===== src/rtl/tick_prescaler_pkg.sv =====
// tick_prescaler shared types: FSM state encoding and reset divide ratio.
// Imported by the interface, shadow register and top module.
package tick_prescaler_pkg;

  typedef enum logic [1:0] {
    IDLE = 2'd0,
    RUN  = 2'd1,
    HOLD = 2'd2
  } prescaler_state_t;

  localparam int unsigned DIV_INIT_DEF = 9;

endpackage


===== src/rtl/tick_prescaler_if.sv =====
// Divide-ratio load port: valid/ready handshake carrying a new ratio.
// The master offers a ratio; the prescaler (slave) accepts it.
interface tick_prescaler_if #(
  parameter int W = 8
);

  logic         div_valid;
  logic [W-1:0] div_data;
  logic         div_ready;

  modport master (
    output div_valid,
    output div_data,
    input  div_ready
  );

  modport slave (
    input  div_valid,
    input  div_data,
    output div_ready
  );

endinterface


===== src/rtl/tick_prescaler_shadow.sv =====
// One-entry holding register for a pending divide ratio.
// Accepts while empty; the owner drains it with take_i.
module tick_prescaler_shadow
  import tick_prescaler_pkg::*;
#(
  parameter int W = 8
) (
  input  logic         clock,
  input  logic         reset_n,
  input  logic         valid_i,
  input  logic [W-1:0] data_i,
  output logic         ready_o,
  input  logic         take_i,
  output logic         full_o,
  output logic [W-1:0] data_o
);

  logic         full_q, full_d;
  logic [W-1:0] data_q, data_d;

  // take_i only fires while full and accepts only while empty,
  // so the two never collide on one edge
  always_comb begin
    full_d = full_q;
    data_d = data_q;
    if (take_i) begin
      full_d = 1'b0;
    end
    if (valid_i && !full_q) begin
      full_d = 1'b1;
      data_d = data_i;
    end
  end

  always_ff @(posedge clock) begin
    if (!reset_n) begin
      full_q <= 1'b0;
      data_q <= '0;
    end else begin
      full_q <= full_d;
      data_q <= data_d;
    end
  end

  assign ready_o = !full_q;
  assign full_o  = full_q;
  assign data_o  = data_q;

endmodule


===== src/rtl/tick_prescaler.sv =====
// Programmable tick generator: one-cycle tick every div_act+1 clocks.
// TICK_PRESCALER_SHADOW_EN defers ratio loads to the next tick boundary.
module tick_prescaler
  import tick_prescaler_pkg::*;
#(
  parameter int W        = 8,
  parameter int DIV_INIT = DIV_INIT_DEF
) (
  input  logic                  clock,
  input  logic                  reset_n,
  input  logic                  start,
  input  logic                  stop,
  input  logic                  hold,
  input  logic                  oneshot,
  tick_prescaler_if.slave       div_if,
  output logic                  tick,
  output logic                  busy,
  output logic [W-1:0]          phase
);

  prescaler_state_t state_q, state_d;
  logic [W-1:0]     phase_q, phase_d;
  logic [W-1:0]     div_act_q, div_act_d;
  logic             tick_q, tick_d;
  logic             os_q, os_d;

  logic             active;
  logic             boundary;
  logic             load;
  logic             imm_load;
  logic [W-1:0]     load_val;

  assign active   = (state_q != IDLE);
  assign boundary = active && !stop && !hold && !imm_load
                    && (phase_q == div_act_q);

`ifdef TICK_PRESCALER_SHADOW_EN
  logic         sh_full;
  logic [W-1:0] sh_data;
  logic         sh_take;

  assign sh_take  = sh_full && (boundary || state_q == IDLE);
  assign load     = sh_take;
  assign imm_load = 1'b0;
  assign load_val = sh_data;

  tick_prescaler_shadow #(
    .W (W)
  ) u_shadow (
    .clock   (clock),
    .reset_n (reset_n),
    .valid_i (div_if.div_valid),
    .data_i  (div_if.div_data),
    .ready_o (div_if.div_ready),
    .take_i  (sh_take),
    .full_o  (sh_full),
    .data_o  (sh_data)
  );
`else
  assign div_if.div_ready = 1'b1;
  assign load     = div_if.div_valid;
  assign imm_load = div_if.div_valid;
  assign load_val = div_if.div_data;
`endif

  always_comb begin
    state_d   = state_q;
    phase_d   = phase_q;
    tick_d    = 1'b0;
    os_d      = os_q;
    div_act_d = load ? load_val : div_act_q;

    if (stop) begin
      state_d = IDLE;
      phase_d = '0;
    end else if (state_q == IDLE) begin
      if (start) begin
        state_d = RUN;
        phase_d = '0;
        os_d    = oneshot;
      end
    end else if (hold) begin
      state_d = HOLD;
      if (imm_load) begin
        phase_d = '0;
      end
    end else begin
      // leaving HOLD counts as a normal RUN edge, so each
      // held cycle stretches the period by exactly one
      state_d = RUN;
      if (imm_load) begin
        phase_d = '0;
      end else if (boundary) begin
        phase_d = '0;
        tick_d  = 1'b1;
        if (os_q) begin
          state_d = IDLE;
        end
      end else begin
        phase_d = phase_q + W'(1);
      end
    end
  end

  always_ff @(posedge clock) begin
    if (!reset_n) begin
      state_q   <= IDLE;
      phase_q   <= '0;
      div_act_q <= W'(DIV_INIT);
      tick_q    <= 1'b0;
      os_q      <= 1'b0;
    end else begin
      state_q   <= state_d;
      phase_q   <= phase_d;
      div_act_q <= div_act_d;
      tick_q    <= tick_d;
      os_q      <= os_d;
    end
  end

  assign tick  = tick_q;
  assign busy  = active;
  assign phase = phase_q;

endmodule


===== src/flat_wrapper.sv =====
// flat-port wrapper written by rule: the top's interface ports become plain ports
module tick_prescaler_flat import tick_prescaler_pkg::*;
#(
  parameter int W        = 8,
  parameter int DIV_INIT = DIV_INIT_DEF
)
  (clock, reset_n, start, stop, hold, oneshot, tick, busy, phase, div_if_div_valid, div_if_div_data, div_if_div_ready);
  tick_prescaler_if #(.W(W)) div_if_i ();
  input  logic clock;
  input  logic reset_n;
  input  logic start;
  input  logic stop;
  input  logic hold;
  input  logic oneshot;
  output logic tick;
  output logic busy;
  output logic [W-1:0] phase;
  input wire logic [$bits(div_if_i.div_valid)-1:0] div_if_div_valid;
  input wire logic [$bits(div_if_i.div_data)-1:0] div_if_div_data;
  output wire logic [$bits(div_if_i.div_ready)-1:0] div_if_div_ready;
  assign div_if_i.div_valid = div_if_div_valid;
  assign div_if_i.div_data = div_if_div_data;
  assign div_if_div_ready = div_if_i.div_ready;
  tick_prescaler #(.W(W), .DIV_INIT(DIV_INIT)) u_core (.clock(clock), .reset_n(reset_n), .start(start), .stop(stop), .hold(hold), .oneshot(oneshot), .div_if(div_if_i), .tick(tick), .busy(busy), .phase(phase));
endmodule

===== config.mk =====
export PLATFORM = sky130hd
export DESIGN_NAME = tick_prescaler_flat
export DESIGN_NICKNAME = d
export VERILOG_FILES = /design/src/rtl/tick_prescaler_pkg.sv /design/src/rtl/tick_prescaler_if.sv /design/src/rtl/tick_prescaler_shadow.sv /design/src/rtl/tick_prescaler.sv /design/src/flat_wrapper.sv
export SDC_FILE = /design/constraint.sdc
export NUM_CORES = 1
export LEC_CHECK = 0
export CORE_UTILIZATION = 43
export CTS_CLUSTER_SIZE = 10
export DETAILED_ROUTE_END_ITERATION = 10
export PLACE_DENSITY = 0.79
export SETUP_SLACK_MARGIN = 0.05
export SLEW_MARGIN = 40
export SYNTH_ARGS = -nofsm -noshare
export SYNTH_HDL_FRONTEND = slang
export SYNTH_SLANG_ARGS = --single-unit

===== constraint.sdc =====
create_clock -name clock -period 4.75 [get_ports clock]
set_input_delay 0.7125 -clock clock [delete_from_list [all_inputs] [get_ports clock]]
set_output_delay 0.7125 -clock clock [all_outputs]
set_load 0.005 [all_outputs]

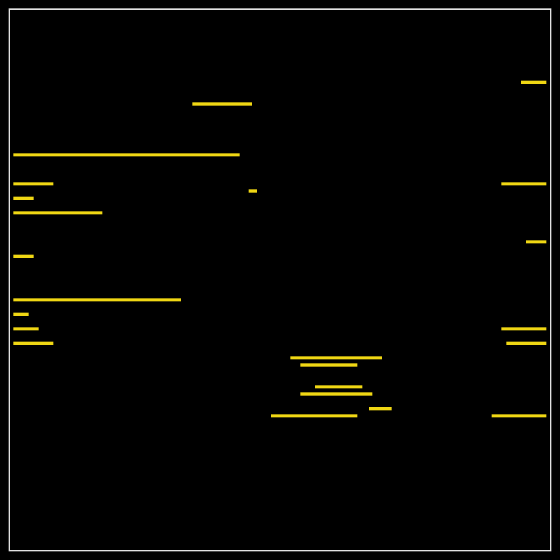
(M3 wires)
wire length on this layer	117 um
longest straight run	20.9 um
via count: 848
final wirelength: 1890 um

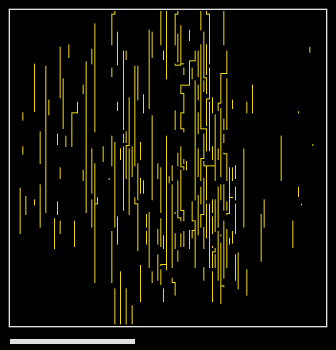
(met2 routing)
Bar = 20 um.
nets with wire on the layer	120
main direction	vertical
longest straight run	24.1 um

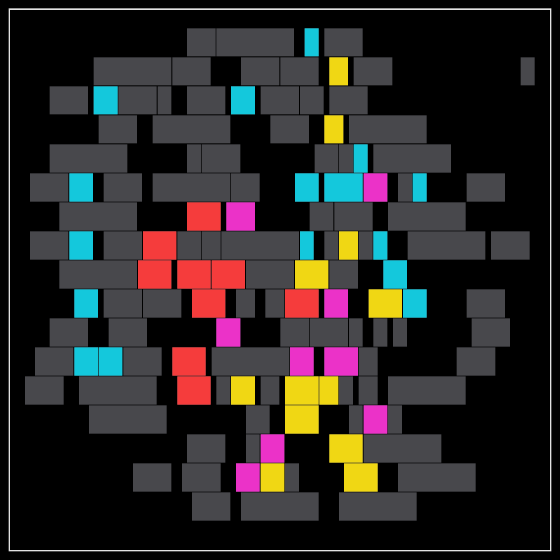
(gate families picked out)
colour	family	cells
yellow	aoi and oai cells	12
red	xor and xnor cells	9
cyan	nor cells	16
magenta	and/or cells	9
fin cells: 161
multi-input logic portion of the cell area: 43.9%
most frequent logic cell in the layout: clkdlybuf4s50_1

==> GITHUB_STEP_SUMMARY <==
### Yosys + OpenROAD results

| Metric | Value |
|---|---|
| Maximum VDD drop | `0.131 mV` |
| Max cap viols | `0` |
| Post-CTS Repair Setup Buffers | `0` |
| Pin count of the biggest net entering global routing | `13` |
| First-pass GRT wire length | `3220 um` |
| DIE HEIGHT | `50.6 um` |
| CP Class | `in -> reg` |
| Mean Syn Cell Area | `9.08 sq um` |
| Final setup vio count | `0` |
| Number of global-route vias before repair | `798` |
| DRC viols | `0` |
| Layout cell share with drive strength beyond 1 | `4.51%` |
| Net switching power figure | `67.3 uW` |
| Commonest non-fill, non-tap cells in the layout | `clkdlybuf4s50_1 (24), dfxtp_1 (20), nand2_1 (12), nor2b_1 (10), mux2i_1 (10)` |
| Worst Hold Class | `reg -> reg` |
| Routed vias/inst | `5.27` |
| WL/cell | `11.8 um` |
| Syn-to-layout area delta | `24.4%` |
| CTS Hold Bufs | `0` |
| Core Region | `0.00221 sq mm` |
| Clock H-tree levels | `1` |
| Max Clk Rate | `434 MHz` |
| GRT Residual Overflow | `0` |
| Cells after Synth | `112` |
| Cell Rows | `17` |
| TritonCTS sink count | `20` |
| Inserted Diodes | `0` |
| Fin crit period | `2.30 ns` |
| Unrepaired setup endpoints after global routing | `no` |
| Post-synth regs | `20` |
| I/O Buffers | `24` |
| Syn Nets | `128` |
| Clock share of power | `27.3%` |
| Initial DRT Pass Iterations | `4` |
| Initial antenna violation count | `0` |
| Leakage | `0.000462 uW` |
| CTS tree | `yes` |
| Worst R2R Setup Slack | `2.93 ns` |
| Max Clock Skew | `0.00855 ns` |
| Reg area | `400 sq um` |
| Final net count | `151` |
| Int Power | `224 uW` |
| Final hold viol count | `0` |
| Die width | `50.6 um` |
| Yosys cell count | `112` |
| Number of buffers created by CTS | `3` |
| CP Launch Type | `primary input` |
| Hold path start | `u_core.phase[7]` |
| Latency at later pin | `0.30 ns` |
| Post-DP HPWL | `1460 um` |
| Warnings from Yosys | `0` |
| Clk slew on worst S/H paths | `0.11 ns` |
| Switching share of power | `23.1%` |
| Setup TNS | `0 ns` |
| Cell Type Count | `33` |
| Post-DRT Antenna Nets | `0` |
| I/O pin cnt | `26` |
| Logic pwr share | `12.4%` |
| Endpoint class of the critical path | `register` |
| Final total power | `291 uW` |
| CP Data Required Time | `4.95 ns` |
| GRT Total Usage | `16.6%` |
| Critical path startpoint | `div_if_div_valid` |
| Status | `complete, no violations` |
| Post-Syn Area | `0.00102 sq mm` |
| FP Util | `46.0%` |
| Die area | `0.00256 sq mm` |
| PwrDens | `230 mW/mm^2` |
| Synth Seq Share | `39.4%` |
| CP Data Arrival Time | `2.51 ns` |
| Logic cell area | `556 sq um` |
| Yosys synthesis chip area | `0.00102 sq mm` |
| Clock Path Buffers | `2` |
| Flop pwr share | `60.4%` |
| Crit Path Max Fanout | `11` |
| Final Util | `57.2%` |
| Max-slew headroom | `62.8%` |
| Post_cts resized | `0` |
| CTS root buffer | `clkbuf_4` |
| Tightest Pin Transition | `0.556 ns` |
| Final period util | `48.5%` |
| Tool warnings | `26` |
| Max Slew Vio Count | `0` |
| Reg2reg start | `u_core.phase[3]` |
| GPL Wtd Cong | `0.865` |
| Fill count | `205` |
| DR iter-0 viols | `25` |
==> metrics by stage <==
step                hold WS (ns)  setup slack, ns  cells  cell area [sq um]
floorplan                  0.463             2.98    112               1020
global placement           0.480             2.19    158               1240
detailed placement         0.491             2.07    158               1240
CTS                        0.508             2.44    161               1260
global route               0.540             2.20    161               1260
finish                     0.503             2.45    161               1260
==> Yosys cell counts <==
library cell	number	share of area, %
dfxtp_1	20	39
nand2_1	12	4.4
mux2i_1	10	9.8
nor2b_1	10	6.2
xnor2_1	7	6.0
nand3_1	6	3.0
nor2_1	5	1.8
and3_1	4	2.5
buf_6	3	3.3
inv_1	3	1.1
nand2b_1	3	1.8
a21oi_1	2	0.98
a41oi_1	2	1.7
nand4_1	2	1.2
o21ai_0	2	0.98
o22ai_1	2	1.2
o311ai_0	2	1.7
xor2_1	2	1.7
a32oi_1	1	0.86
and2_1	1	0.62
and4_1	1	0.86
buf_2	1	0.49
buf_4	1	0.74
clkbuf_1	1	0.37
conb_1	1	0.37
ha_1	1	1.2
nand3_2	1	0.98
nand3b_1	1	0.74
nor3_2	1	0.98
o2111ai_1	1	0.86
or2_2	1	0.62
or3_1	1	0.62
or4_1	1	0.74
==> area by class of cell <==
class / instances / share of cell area, %
multi-input combinational: 83 / 43.9
sequential: 20 / 31.7
timing repair buffer: 24 / 19.0
tap: 28 / 2.77
clock buffer: 3 / 1.78
inverter: 3 / 0.890
==> final timing paths <==
kind	to	cells past startpoint
hold reg to reg	u_core.phase[7]	2
setup reg to reg	u_core.phase[6]	5
hold / removal	u_core.phase[7]	2
setup / recovery	u_core.phase[4]	4
==> power groups by stage <==
stage / Sequential (uW) / Combinational [uW] / Clock [uW]
floorplan: 179 / 21.9 / 0
global placement: 180 / 35.9 / 0
detailed placement: 180 / 36.2 / 0
CTS: 176 / 36.3 / 83.6
global route: 177 / 39.9 / 91.4
finish: 176 / 36.0 / 79.5
==> flip-flops by register name, indices dropped and copies added, names as in the netlist <==
signal and flops:
u_core.tick 1, u_core.os_q 1, u_core.state_q 2, u_core.phase 8, u_core.div_act_q 8
==> cells by family (layout without fill, tap and decap cells) <==
| group | after synthesis | in the layout | synth area share [%] |
|---|---|---|---|
| xor+xnor | 9 | 9 | 7.75 |
| flops | 20 | 20 | 39.4 |
| other cells | 1 | 1 | 0.369 |
| compound gates | 12 | 12 | 8.36 |
| fa+ha+maj | 1 | 1 | 1.23 |
| simple gates | 50 | 50 | 27.1 |
| mux | 10 | 10 | 9.84 |
| buf+inv | 9 | 30 | 6.03 |
==> routing by layer <==
| layer | global-route usage (%) | part of all wire [%] | vias to the layer above | routed length (um) |
|---|---|---|---|---|
| met5 | 0 | 0 | - | 0 |
| met4 | 9.26 | 0.42 | 0 | 8 |
| met3 | 4.55 | 6.1 | 2 | 116 |
| met2 | 27.1 | 50 | 30 | 944 |
| met1 | 19.5 | 44 | 386 | 824 |
| li1 | - | - | 430 | - |
==> worst max-delay path: stages <==
cell	delay [ns]
clkdlybuf4s50_1	0.69
nor3_2	0.58
nand3_2	0.19
o311ai_0	0.33
Power is estimated from default activity; no workload was simulated.
